**config.mk**
```make
export PLATFORM = sky130hd
export DESIGN_NAME = multicycle_control
export DESIGN_NICKNAME = d
export VERILOG_FILES = /design/src/rtl/multicycle_control_pkg.sv /design/src/rtl/multicycle_control_retire_counter.sv /design/src/rtl/multicycle_control.sv
export SDC_FILE = /design/constraint.sdc
export NUM_CORES = 1
export LEC_CHECK = 0
export CORE_ASPECT_RATIO = 1.5
export CORE_MARGIN = 1
export CORE_UTILIZATION = 41
export CTS_CLUSTER_DIAMETER = 40
export DETAILED_ROUTE_END_ITERATION = 8
export GPL_TIMING_DRIVEN = 0
export PLACE_DENSITY = 0.69
export REMOVE_ABC_BUFFERS = 1
export SLEW_MARGIN = 0
export SYNTH_ARGS = -nofsm -noshare
export SYNTH_HDL_FRONTEND = slang
export SYNTH_HIERARCHICAL = 1
export SYNTH_SLANG_ARGS = --single-unit
```
**constraint.sdc**
```tcl
create_clock -name clk -period 2.8 [get_ports clk]
set_input_delay 0.56 -clock clk [delete_from_list [all_inputs] [get_ports clk]]
set_output_delay 0.56 -clock clk [all_outputs]
set_load 0.02 [all_outputs]
```
**src/rtl/multicycle_control_pkg.sv**
```systemverilog
`default_nettype none
// ============================================================================
// Module      : multicycle_control_pkg
// Description : Shared definitions for the multicycle datapath controller:
//               the FSM state encoding, the supported opcodes, the ALUOp
//               codes and the ALU B-operand select codes.
// Revision    : 1.0 - initial release
// ============================================================================
package multicycle_control_pkg;

    typedef enum logic [3:0] {
        FETCH    = 4'd0,
        DECODE   = 4'd1,
        MEM_ADDR = 4'd2,
        MEM_RD   = 4'd3,
        WB_MEM   = 4'd4,
        MEM_WR   = 4'd5,
        EXEC_R   = 4'd6,
        EXEC_I   = 4'd7,
        WB_ALU   = 4'd8,
        BRANCH   = 4'd9,
        TRAP     = 4'd10
    } state_t;

    // Opcode field values of the supported instruction classes
    localparam logic [6:0] c_op_r      = 7'b0110011;
    localparam logic [6:0] c_op_i      = 7'b0010011;
    localparam logic [6:0] c_op_load   = 7'b0000011;
    localparam logic [6:0] c_op_store  = 7'b0100011;
    localparam logic [6:0] c_op_branch = 7'b1100011;

    // ALUOp codes handed to the ALU control
    localparam logic [1:0] c_aluop_add   = 2'b00;
    localparam logic [1:0] c_aluop_sub   = 2'b01;
    localparam logic [1:0] c_aluop_funct = 2'b10;

    // ALU B-operand select codes
    localparam logic [1:0] c_srcb_rs2  = 2'b00;
    localparam logic [1:0] c_srcb_four = 2'b01;
    localparam logic [1:0] c_srcb_imm  = 2'b10;

endpackage
`default_nettype wire

```
**src/rtl/multicycle_control_retire_counter.sv**
```systemverilog
`default_nettype none
// ============================================================================
// Module      : retire_counter
// Description : 32-bit retired-instruction counter. Increments by one on
//               every cycle in which inc is high and wraps naturally.
// Ports       : clk   - clock
//               rst_n - asynchronous active-low reset, clears the count
//               inc   - one retirement this cycle
//               count - current retired-instruction count
// Revision    : 1.0 - initial release
// ============================================================================
module retire_counter (
    input  logic        clk,
    input  logic        rst_n,
    input  logic        inc,
    output logic [31:0] count
);

    logic [31:0] r_count;

    always_ff @(posedge clk or negedge rst_n) begin
        if (!rst_n) begin
            r_count <= '0;
        end else if (inc) begin
            r_count <= r_count + 32'd1;
        end
    end

    assign count = r_count;

endmodule
`default_nettype wire

```
**src/rtl/multicycle_control.sv**
```systemverilog
`default_nettype none
// ============================================================================
// Module      : multicycle_control
// Description : Main control FSM of a multicycle RISC-V style datapath.
//               Moore-decoded control strobes per state, memory wait
//               handling through mem_ready, illegal-opcode trap pulse and a
//               retired-instruction counter.
// Ports       : clk, rst_n          - clock, async active-low reset
//               opcode, zero        - IR opcode field, ALU zero flag
//               mem_ready           - memory access completes this cycle
//               mem_read, mem_write - memory strobes
//               ir_write, pc_write, reg_write - register enables
//               pc_src, alu_src_a, alu_src_b, alu_op, mem_to_reg - mux/ALU
//               illegal             - one-cycle unsupported-opcode pulse
//               instret             - retired instruction count
// Revision    : 1.0 - initial release
// ============================================================================
module multicycle_control
    import multicycle_control_pkg::*;
(
    input  logic        clk,
    input  logic        rst_n,
    input  logic [6:0]  opcode,
    input  logic        zero,
    input  logic        mem_ready,
    output logic        mem_read,
    output logic        mem_write,
    output logic        ir_write,
    output logic        pc_write,
    output logic        reg_write,
    output logic        pc_src,
    output logic        alu_src_a,
    output logic [1:0]  alu_src_b,
    output logic [1:0]  alu_op,
    output logic        mem_to_reg,
    output logic        illegal,
    output logic [31:0] instret
);

    state_t      r_state;
    state_t      w_next;
    logic [6:0]  r_opcode;

    logic        w_mem_read;
    logic        w_mem_write;
    logic        w_ir_write;
    logic        w_pc_write;
    logic        w_reg_write;
    logic        w_illegal;
    logic        w_retire;

    always_ff @(posedge clk or negedge rst_n) begin
        if (!rst_n) begin
            r_state  <= FETCH;
            r_opcode <= '0;
        end else begin
            r_state <= w_next;
            // Keep the opcode seen in DECODE so MEM_ADDR steers load/store
            // even if the IR field changes afterwards.
            if (r_state == DECODE) begin
                r_opcode <= opcode;
            end
        end
    end

    always_comb begin
        w_next      = r_state;
        w_mem_read  = 1'b0;
        w_mem_write = 1'b0;
        w_ir_write  = 1'b0;
        w_pc_write  = 1'b0;
        w_reg_write = 1'b0;
        w_illegal   = 1'b0;
        w_retire    = 1'b0;
        pc_src      = 1'b0;
        alu_src_a   = 1'b0;
        alu_src_b   = c_srcb_rs2;
        alu_op      = c_aluop_add;
        mem_to_reg  = 1'b0;

        case (r_state)
            FETCH: begin
                w_mem_read = 1'b1;
                alu_src_b  = c_srcb_four;
                if (mem_ready) begin
                    w_ir_write = 1'b1;
                    w_pc_write = 1'b1;
                    w_next     = DECODE;
                end
            end
            DECODE: begin
                // Branch target PC + imm is computed here into ALUOut
                alu_src_b = c_srcb_imm;
                case (opcode)
                    c_op_r:                 w_next = EXEC_R;
                    c_op_i:                 w_next = EXEC_I;
                    c_op_load, c_op_store:  w_next = MEM_ADDR;
                    c_op_branch:            w_next = BRANCH;
                    default:                w_next = TRAP;
                endcase
            end
            MEM_ADDR: begin
                alu_src_a = 1'b1;
                alu_src_b = c_srcb_imm;
                w_next    = (r_opcode == c_op_store) ? MEM_WR : MEM_RD;
            end
            MEM_RD: begin
                w_mem_read = 1'b1;
                if (mem_ready) begin
                    w_next = WB_MEM;
                end
            end
            WB_MEM: begin
                w_reg_write = 1'b1;
                mem_to_reg  = 1'b1;
                w_retire    = 1'b1;
                w_next      = FETCH;
            end
            MEM_WR: begin
                w_mem_write = 1'b1;
                if (mem_ready) begin
                    w_retire = 1'b1;
                    w_next   = FETCH;
                end
            end
            EXEC_R: begin
                alu_src_a = 1'b1;
                alu_src_b = c_srcb_rs2;
                alu_op    = c_aluop_funct;
                w_next    = WB_ALU;
            end
            EXEC_I: begin
                alu_src_a = 1'b1;
                alu_src_b = c_srcb_imm;
                alu_op    = c_aluop_funct;
                w_next    = WB_ALU;
            end
            WB_ALU: begin
                w_reg_write = 1'b1;
                w_retire    = 1'b1;
                w_next      = FETCH;
            end
            BRANCH: begin
                alu_src_a  = 1'b1;
                alu_src_b  = c_srcb_rs2;
                alu_op     = c_aluop_sub;
                pc_src     = 1'b1;
                w_pc_write = zero;
                w_retire   = 1'b1;
                w_next     = FETCH;
            end
            TRAP: begin
                w_illegal = 1'b1;
                w_next    = FETCH;
            end
            default: begin
                w_next = FETCH;
            end
        endcase
    end

    // The reset state FETCH would otherwise drive mem_read; gating with rst_n
    // keeps every strobe quiet for as long as reset is held, clock or not.
    assign mem_read  = w_mem_read  & rst_n;
    assign mem_write = w_mem_write & rst_n;
    assign ir_write  = w_ir_write  & rst_n;
    assign pc_write  = w_pc_write  & rst_n;
    assign reg_write = w_reg_write & rst_n;
    assign illegal   = w_illegal   & rst_n;

    retire_counter u_retire (
        .clk   (clk),
        .rst_n (rst_n),
        .inc   (w_retire),
        .count (instret)
    );

endmodule
`default_nettype wire

```
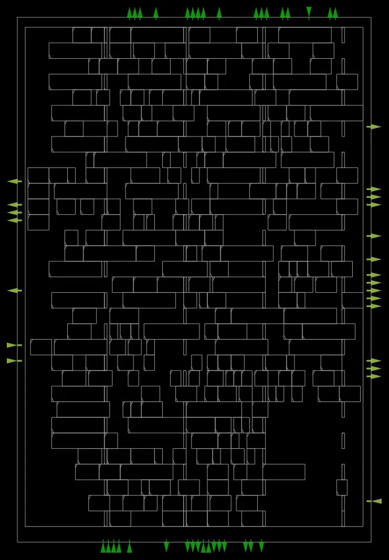
**Above:** run 1 (placed standard cells).
Flops: 43
Site Rows: 32
Cell Count, Final, Fillers Out: 331

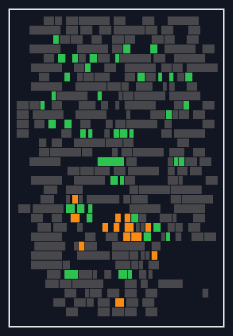
**Above:** run 1 (selected gate families).
NAND gates -> green  # cells 41
inverting AOI/OAI gates -> orange  # cells 13
combinational share of cell area: 36.9%
Commonest Layout Cell: clkdlybuf4s50_1

==> flow_metrics.tcl, run 1 <==
# place-and-route summary
set metrics [dict create \
    wl_per_cell_um 13.7 \
    die-area_um2 5640 \
    hold_buffers 0 \
    worst_pin_slew_ns 0.727 \
    n_antenna_cell 0 \
    power_uw 2070 \
    die_w_um 61.7 \
    max_stage_delay_ns 0.59 \
    cp-startpoint "mem_ready" \
    setup_viol 0 \
    clk_share_pct 2.92 \
    logic_area_um2 1070 \
    worstPathCellList "clkdlybuf4s50_1 > nand2b_1 > a21oi_1 > nor2_2 > nand4_4 > or4_4 > nor4_2 > xor2_1" \
    cp.required_ns 3.01 \
    ys_area_um2 2190 \
    skew_ns 0.00892 \
    drt_iter0_drc 60 \
    ctsLongestPathBuffers 2 \
    clk_pin_slew_worst_paths_ns 0.08 \
    drv_cap 0 \
    arrival_ns 2.91 \
    ys_seq_share_pct 49.1 \
    tritoncts "yes" \
    drc_errors 0 \
    met2_length_um 2320 \
    nWellTaps 68 \
    synth_area_um2 2190 \
    numSynthFlops 43 \
    cts_buffers 5 \
    outcome "finished clean" \
    synth_cell_types 43 \
    reg2reg_slack_ns 0.17 \
    switching_power_uw 748 \
    postLayoutCoreUtil_pct 56.8 \
    via_count 1730 \
    endpoint_kind "flip-flop" \
    buf_share_pct 19.4 \
    finalHoldViolations 0 \
    min_path_type "input pin to asynchronous set/reset pin" \
    finalWorstSetupSlack_ns 0.107 \
    first_pass_iters 4 \
    port_buffers 55 \
    r2r-end "u_retire/count[23]$_DFFE_PN0P_" \
    hold-worst-slack_ns 0.237 \
    yosys.area.top_type "dfrtp_1" \
    cts_root_buf "clkbuf_8" \
    largestPowerGroup "registers" \
    use_met3_pct 4.56 \
    dp_slack_ns -0.511 \
    wl_met3_um 189 \
    relSlewSlack_pct 51.1 \
    power_frac_clock_pct 18.1 \
    die-height_um 91.5 \
    ys_cells 205 \
    period_used_pct 96.2 \
    fa_ha_area_share_pct 0.571 \
    power.internal_uw 1320 \
    rsz0062_at_grt "false" \
    top_layer "met4" \
    cp_slowest_cell "clkdlybuf4s50_1" \
    io_pins 56 \
    max_freq_mhz 371 \
    synth_xor_xnor_area_share_pct 12.8 \
    r2r_start "r_state[2]$_DFFE_PN0P_" \
    numClockSinks 43 \
    nClkBuffers 6 \
    flop_cell "dfrtp_1" \
    grt.busiest_layer "met2" \
    ir_drop_mv 0.452 \
    gp_congestion 0.759 \
    area_leaders "dfrtp_1 49%, xnor2_1 8.0%, xor2_1 4.8%, mux2_2 4.1%, nand4_1 2.9%" \
    postCtsResizedCells 2 \
    fp.coreArea_um2 5120 \
    area_growth_pct 32.9 \
    critPathMaxFanout 7 \
    syn_avg_cell_area_um2 10.7 \
    drtAntennaViolNets 0 \
    yosys.area_share.aoi_pct 4.40 \
    period_needed_ns 2.69 \
    design_area_um2 2910 \
    insertion_delay_ns 0.29 \
    dominant_cells "sequential cells" \
    power.leakage_uw 0.00124 \
    synth-simple-area-share_pct 26.5 \
    path_class "input pin to flip-flop" \
    place_area_um2 2810 \
    place_inst 323 \
    sh_seq_area_pct 37.1 \
    synth.area.mux_share_pct 4.11 \
    grt_max_degree 27 \
    grt_pass1_vias 1645 \
    drive_above_1_share_pct 11.4 \
    viasPerCell 5.23 \
    dpl.hpwl_um 3420 \
    crit_path_end "u_retire/count[23]$_DFFE_PN0P_" \
    powerSeq_uw 903 \
    fill_cells 494 \
    flop_area_um2 1080 \
    setup_tns_ns 0 \
    cts_setup_buffers 0 \
    grt_usage_pct 17.7 \
    grt_use_met1_pct 22.0 \
    grt_pass1_wl_um 7590 \
    netlist_instances 205 \
    synth.comb.largest_family "simple AND/OR/NAND/NOR gates" \
    ff2ff_path_depth 8 \
    start_kind "input pin" \
    htreeDepth 2 \
    drv_slew 0 \
    layout_top_cells "54 x clkdlybuf4s50_1, 40 x dfrtp_1, 20 x xnor2_1" \
    overflow 0 \
    async_reset_ff_share_pct 100 \
    pwr-share-comb_pct 38.3 \
    top_cell_area_share_pct 49.1 \
    edf_count 0 \
]
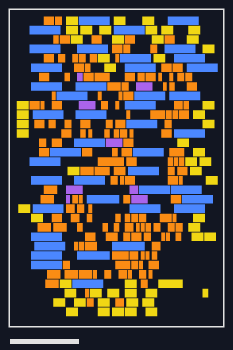
**Above:** run 1 (placed cells, one color a class).
Scale bar: 20 µm.
flops -> blue  # cells 43, share of their area 38%
clock drivers and dummy loads -> purple  # cells 8, share of their area 3.0%
other buffers and delay cells -> yellow  # cells 56, share of their area 20%
all other logic -> orange  # cells 156, share of their area 39%

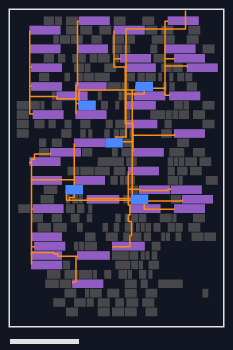
**Above:** run 1 (routed clock nets over the placement).
Scale bar: 20 µm.
flip-flops -> purple  # count 43
cells driving clock nets -> blue  # count 5
clock wires -> orange  # length 494 µm
routed clock nets = 6

## run 1: cell usage after synthesis, types with 4 or more instances
library cell / number
and2_1: 4
and3_1: 7
dfrtp_1: 43
inv_1: 5
mux2_2: 8
nand2_1: 13
nand2b_1: 4
nand3_1: 10
nand4_1: 10
nor2_1: 13
nor3_1: 7
nor4_1: 6
o21ai_0: 5
xnor2_1: 20
xor2_1: 12
## run 1: sequential cells by signal (all words and copies together) (netlist names)
signal          count
r_state             4
r_opcode            7
u_retire/count     32
## run 1: critical path, delay by kind of cell
kind / cells / cell delay [ns]
and+or+nand+nor: 5 / 1.50
xor gates and xnor gates: 1 / 0.17
AOI/OAI and AO/OA: 1 / 0.09
buffers and inverters: 1 / 0.59
**Run 1: the metal 2 layer**

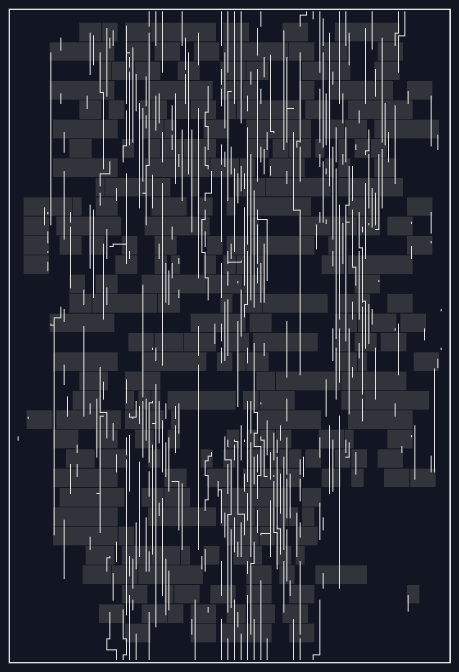

--- run 2 (diff from run 1) ---
--- a/config.mk
+++ b/config.mk
@@ -5,6 +5,7 @@
 export SDC_FILE = /design/constraint.sdc
 export NUM_CORES = 1
 export LEC_CHECK = 0
+export ABC_CLOCK_PERIOD_IN_PS = 2800
 export CORE_ASPECT_RATIO = 1.5
 export CORE_MARGIN = 1
 export CORE_UTILIZATION = 41
@@ -12,6 +13,7 @@
 export DETAILED_ROUTE_END_ITERATION = 8
 export GPL_TIMING_DRIVEN = 0
 export PLACE_DENSITY = 0.69
+export RECOVER_POWER = 100
 export REMOVE_ABC_BUFFERS = 1
 export SLEW_MARGIN = 0
 export SYNTH_ARGS = -nofsm -noshare
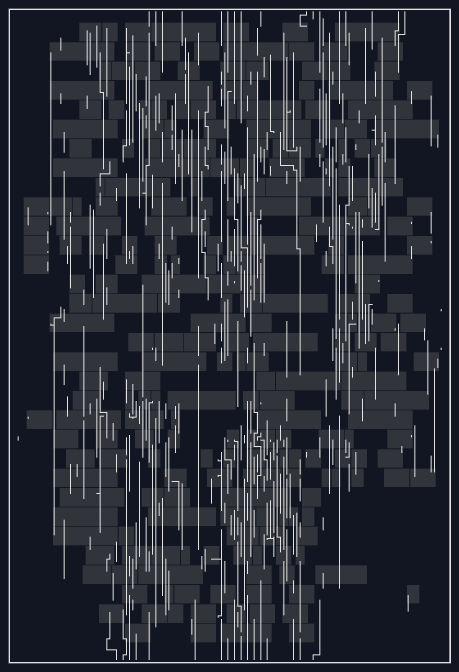
**Above:** run 2 (the metal 2 layer).
share of all routed wire = 52%
longest straight run = 30.4 µm
final WL: 4500 µm
DR vias: 1,731
met2 usage in global routing: 29.2%

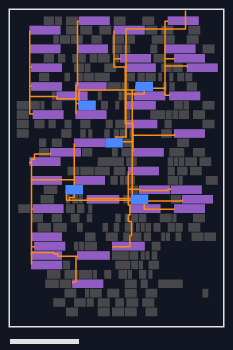
**Above:** run 2 (routed clock nets over the placement).
Scale bar: 20 µm.
cells driving clock nets -> blue  # count 5
clock wires -> orange  # length 494 µm
flip-flops -> purple  # count 43
routed clock nets = 6
flops lie = all over the die

==> run 2 against run 1 <==
Net effect: critical path depth did not move; register-to-register slack about the same; clock skew is essentially flat; flip-flop count did not move; clock power about the same; global-route usage did not move; core utilization is the same; non-clock buffer count is the same; largest cell class unchanged; largest power group unchanged.
==> flow_metrics.tcl, run 2 <==
# place-and-route summary
set metrics [dict create \
    outcome "finished clean" \
    min_path_type "input pin to asynchronous set/reset pin" \
    grt_pass1_wl_um 7590 \
    drt_iter0_drc 45 \
    ys_seq_share_pct 49.1 \
    synth_area_um2 2190 \
    top_layer "met4" \
    grt.busiest_layer "met2" \
    max_stage_delay_ns 0.59 \
    grt_pass1_vias 1645 \
    first_pass_iters 4 \
    ir_drop_mv 0.450 \
    wl_met3_um 174 \
    ctsLongestPathBuffers 2 \
    drv_slew 0 \
    skew_ns 0.00843 \
    setup_tns_ns 0 \
    fp.coreArea_um2 5120 \
    overflow 0 \
    arrival_ns 2.91 \
    cp.required_ns 3.01 \
    area_growth_pct 32.9 \
    worst_pin_slew_ns 0.721 \
    r2r-end "u_retire/count[23]$_DFFE_PN0P_" \
    path_delay_family "simple AND/OR/NAND/NOR gates" \
    synth-simple-area-share_pct 26.5 \
    cp_num_cells 8 \
    power.leakage_uw 0.00136 \
    insertion_delay_ns 0.29 \
    finalHoldViolations 0 \
    die-area_um2 5640 \
    synth_cell_types 43 \
    place_area_um2 2810 \
    top_cell "dfrtp_1" \
    dpl.hpwl_um 3420 \
    port_buffers 55 \
    start_kind "input pin" \
    yosys.area.top_type "dfrtp_1" \
    relSlewSlack_pct 51.5 \
    max_freq_mhz 372 \
    async_reset_ff_share_pct 100 \
    r2r_start "r_state[2]$_DFFE_PN0P_" \
    synth.area.mux_share_pct 4.11 \
    fa_ha_area_share_pct 0.571 \
    area_leaders "dfrtp_1 49%, xnor2_1 8.0%, xor2_1 4.8%, mux2_2 4.1%, nand4_1 2.9%" \
    htreeDepth 2 \
    met2_length_um 2320 \
    largest_reg_flops 32 \
    top_cell_area_share_pct 49.1 \
    netlist_instances 205 \
    finalWorstSetupSlack_ns 0.109 \
    drv_cap 0 \
    viasPerCell 5.23 \
    power_uw 2030 \
    dp_slack_ns -0.511 \
    postLayoutCoreUtil_pct 56.8 \
    numClockSinks 43 \
    flop_cell "dfrtp_1" \
    die_w_um 61.7 \
    ff2ff_path_depth 8 \
    rsz0062_at_grt "false" \
    die-height_um 91.5 \
    finalNonFillerCells 331 \
    io_pins 56 \
    fill_cells 494 \
    critPathMaxFanout 7 \
    edf_count 0 \
    wl_per_cell_um 13.6 \
    use_met3_pct 4.56 \
    tritoncts "yes" \
    hold-worst-slack_ns 0.237 \
    path_class "input pin to flip-flop" \
    n_antenna_cell 0 \
    ys_area_um2 2190 \
    drc_errors 0 \
    cp-startpoint "mem_ready" \
    synthTopCellsByCount "43 x dfrtp_1, 20 x xnor2_1, 13 x nand2_1, 13 x nor2_1, 12 x xor2_1" \
    cts_root_buf "clkbuf_8" \
    period_needed_ns 2.69 \
    clk_pin_slew_worst_paths_ns 0.08 \
    worstPathCellList "clkdlybuf4s50_1 > nand2b_1 > a21oi_1 > nor2_2 > nand4_4 > or4_4 > nor4_2 > xor2_1" \
    setup_viol 0 \
    ys_cells 205 \
    design_area_um2 2910 \
    gp_congestion 0.759 \
    reg2reg_slack_ns 0.16 \
]
run 2: cell counts after synthesis:
Identical to the previous run, type by type.
run 2: area by class of cell:
| type | count | area (µm²) | share of cell area, % |
|---|---|---|---|
| clock buffers | 6 | 72.6 | 2.49 |
| clock inverters | 2 | 12.5 | 0.430 |
| flip-flops and latches | 43 | 1080 | 37.1 |
| repair buffers | 56 | 566 | 19.4 |
| well taps | 68 | 85.1 | 2.92 |
| multi-input cells | 151 | 1070 | 36.9 |
| inverters | 5 | 18.8 | 0.645 |
run 2: timing repair:
item / 4_1_cts / 5_1_grt
setup buffers: 0 / 0
hold endpoints to repair: 0 / 0
gates resized: 2 / 4
setup endpoints to repair: 6 / 3
hold buffers: 0 / 0
run 2: power by group:
part | internal [µW] | switching, µW
registers | 739 | 161
clock network | 174 | 199
logic | 378 | 381
**Run 2: placed cells, one color a class**

Scale bar: 20 µm.
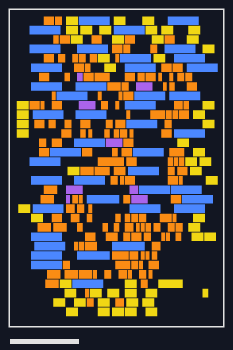

--- run 3 (diff from run 2) ---
--- a/config.mk
+++ b/config.mk
@@ -12,7 +12,7 @@
 export CTS_CLUSTER_DIAMETER = 40
 export DETAILED_ROUTE_END_ITERATION = 8
 export GPL_TIMING_DRIVEN = 0
-export PLACE_DENSITY = 0.69
+export PLACE_DENSITY = 0.74
 export RECOVER_POWER = 100
 export REMOVE_ABC_BUFFERS = 1
 export SLEW_MARGIN = 0
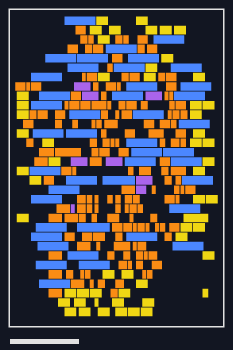
**Above:** run 3 (placed cells, one color a class).
Scale bar: 20 µm.
all other logic -> orange  # cells 156, share of their area 39%
other buffers and delay cells -> yellow  # cells 56, share of their area 20%
flops -> blue  # cells 43, share of their area 38%
clock drivers and dummy loads -> purple  # cells 8, share of their area 3.4%

==> run 3 against run 2 <==
Net effect: count of clock-buffer cells in the layout is 1 higher; total power rose by 1.8%; synthesized cell count did not move; flip-flop count did not move; register-to-register slack gained 0.11 ns; critical path type is now flip-flop to output pin; critical endpoint is now reg_write; largest cell class unchanged; highest routed layer unchanged.
==> flow_metrics.tcl, run 3 <==
# place-and-route summary
set metrics [dict create \
    dpl.hpwl_um 3360 \
    cp-startpoint "r_state[2]$_DFFE_PN0P_" \
    place_area_um2 2810 \
    worst_pin_slew_ns 0.731 \
    nWellTaps 68 \
    start_kind "flip-flop" \
    postLayoutCoreUtil_pct 56.8 \
    gp_congestion 0.770 \
    drv_cap 0 \
    r2r-end "u_retire/count[23]$_DFFE_PN0P_" \
    met2_length_um 2320 \
    critPathMaxFanout 10 \
    use_met2_pct 28.8 \
    logic_area_um2 1070 \
    wl_per_cell_um 13.8 \
    flop_cell "dfrtp_1" \
    overflow 0 \
    switching_share_pct 36.5 \
    drv_slew 0 \
    async_reset_ff_share_pct 100 \
    skew_ns 0.00589 \
    viasPerCell 5.26 \
    clk_share_pct 3.27 \
    finalNonFillerCells 331 \
    die_w_um 61.7 \
    n_antenna_cell 0 \
    n_all_buffers 56 \
    buf_share_pct 19.2 \
    ctsLongestPathBuffers 2 \
    power_frac_clock_pct 19.9 \
    pg_clk_uw 411 \
    top_cell "dfrtp_1" \
    cts_root_buf "clkbuf_8" \
    synthTopCellsByCount "43 x dfrtp_1, 20 x xnor2_1, 13 x nand2_1, 13 x nor2_1, 12 x xor2_1" \
    seqPwrFrac_pct 43.3 \
    clk_pin_slew_worst_paths_ns 0.08 \
    ys_cells 205 \
    drt-total-wl_um 4560 \
    top_cell_area_share_pct 49.1 \
    period_needed_ns 2.63 \
    insertion_delay_ns 0.29 \
    synth-simple-area-share_pct 26.5 \
    htreeDepth 2 \
    grt_pass1_wl_um 7650 \
    netlist_instances 205 \
    setup_viol 0 \
    nFlopsAndLatches 43 \
    power.internal_uw 1310 \
    fa_ha_area_share_pct 0.571 \
    power_uw 2070 \
    ir_drop_mv 0.541 \
    hold_buffers 0 \
    synth.area.mux_share_pct 4.11 \
    ff2ff_path_depth 8 \
    comb_area_share_pct 36.9 \
    finalWorstSetupSlack_ns 0.173 \
    flop_area_um2 1080 \
    area_leaders "dfrtp_1 49%, xnor2_1 8.0%, xor2_1 4.8%, mux2_2 4.1%, nand4_1 2.9%" \
    outcome "finished clean" \
    max_stage_delay_ns 0.67 \
    tritoncts "yes" \
    finalHoldViolations 0 \
    drt_iter0_drc 39 \
    nClkBuffers 7 \
    worstPathCellList "inv_1 > nor2_1 > o211a_1 > dlygate4sd3_1" \
    top_layer "met4" \
    first_pass_iters 4 \
    drc_errors 0 \
]
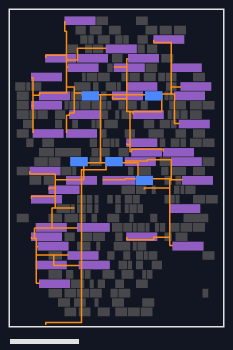
**Above:** run 3 (routed clock nets over the placement).
Scale bar: 20 µm.
flip-flops -> purple  # count 43
cells driving clock nets -> blue  # count 5
clock wires -> orange  # length 515 µm
routed clock nets = 6

[run 3: cell counts after synthesis]
Identical to the previous run, type by type.
[run 3: repair_timing]
action / CTS / global route
endpoints found under the setup margin: 6 / 4
buffers inserted: 0 / 0
gates resized: 2 / 5
[run 3: worst min path at each step]
stage	end	cells after the start	slack, ns
after detailed placement	u_retire/count[22]$_DFFE_PN0P_	1	0.44
after global placement	u_retire/count[31]$_DFFE_PN0P_	1	0.46
after CTS	u_retire/count[20]$_DFFE_PN0P_	1	0.12
after global routing	u_retire/count[20]$_DFFE_PN0P_	1	0.12
after floorplan	r_opcode[0]$_DFFE_PN0P_	0	0.26
final	u_retire/count[20]$_DFFE_PN0P_	1	0.12
Power and IR drop assume default switching activity.
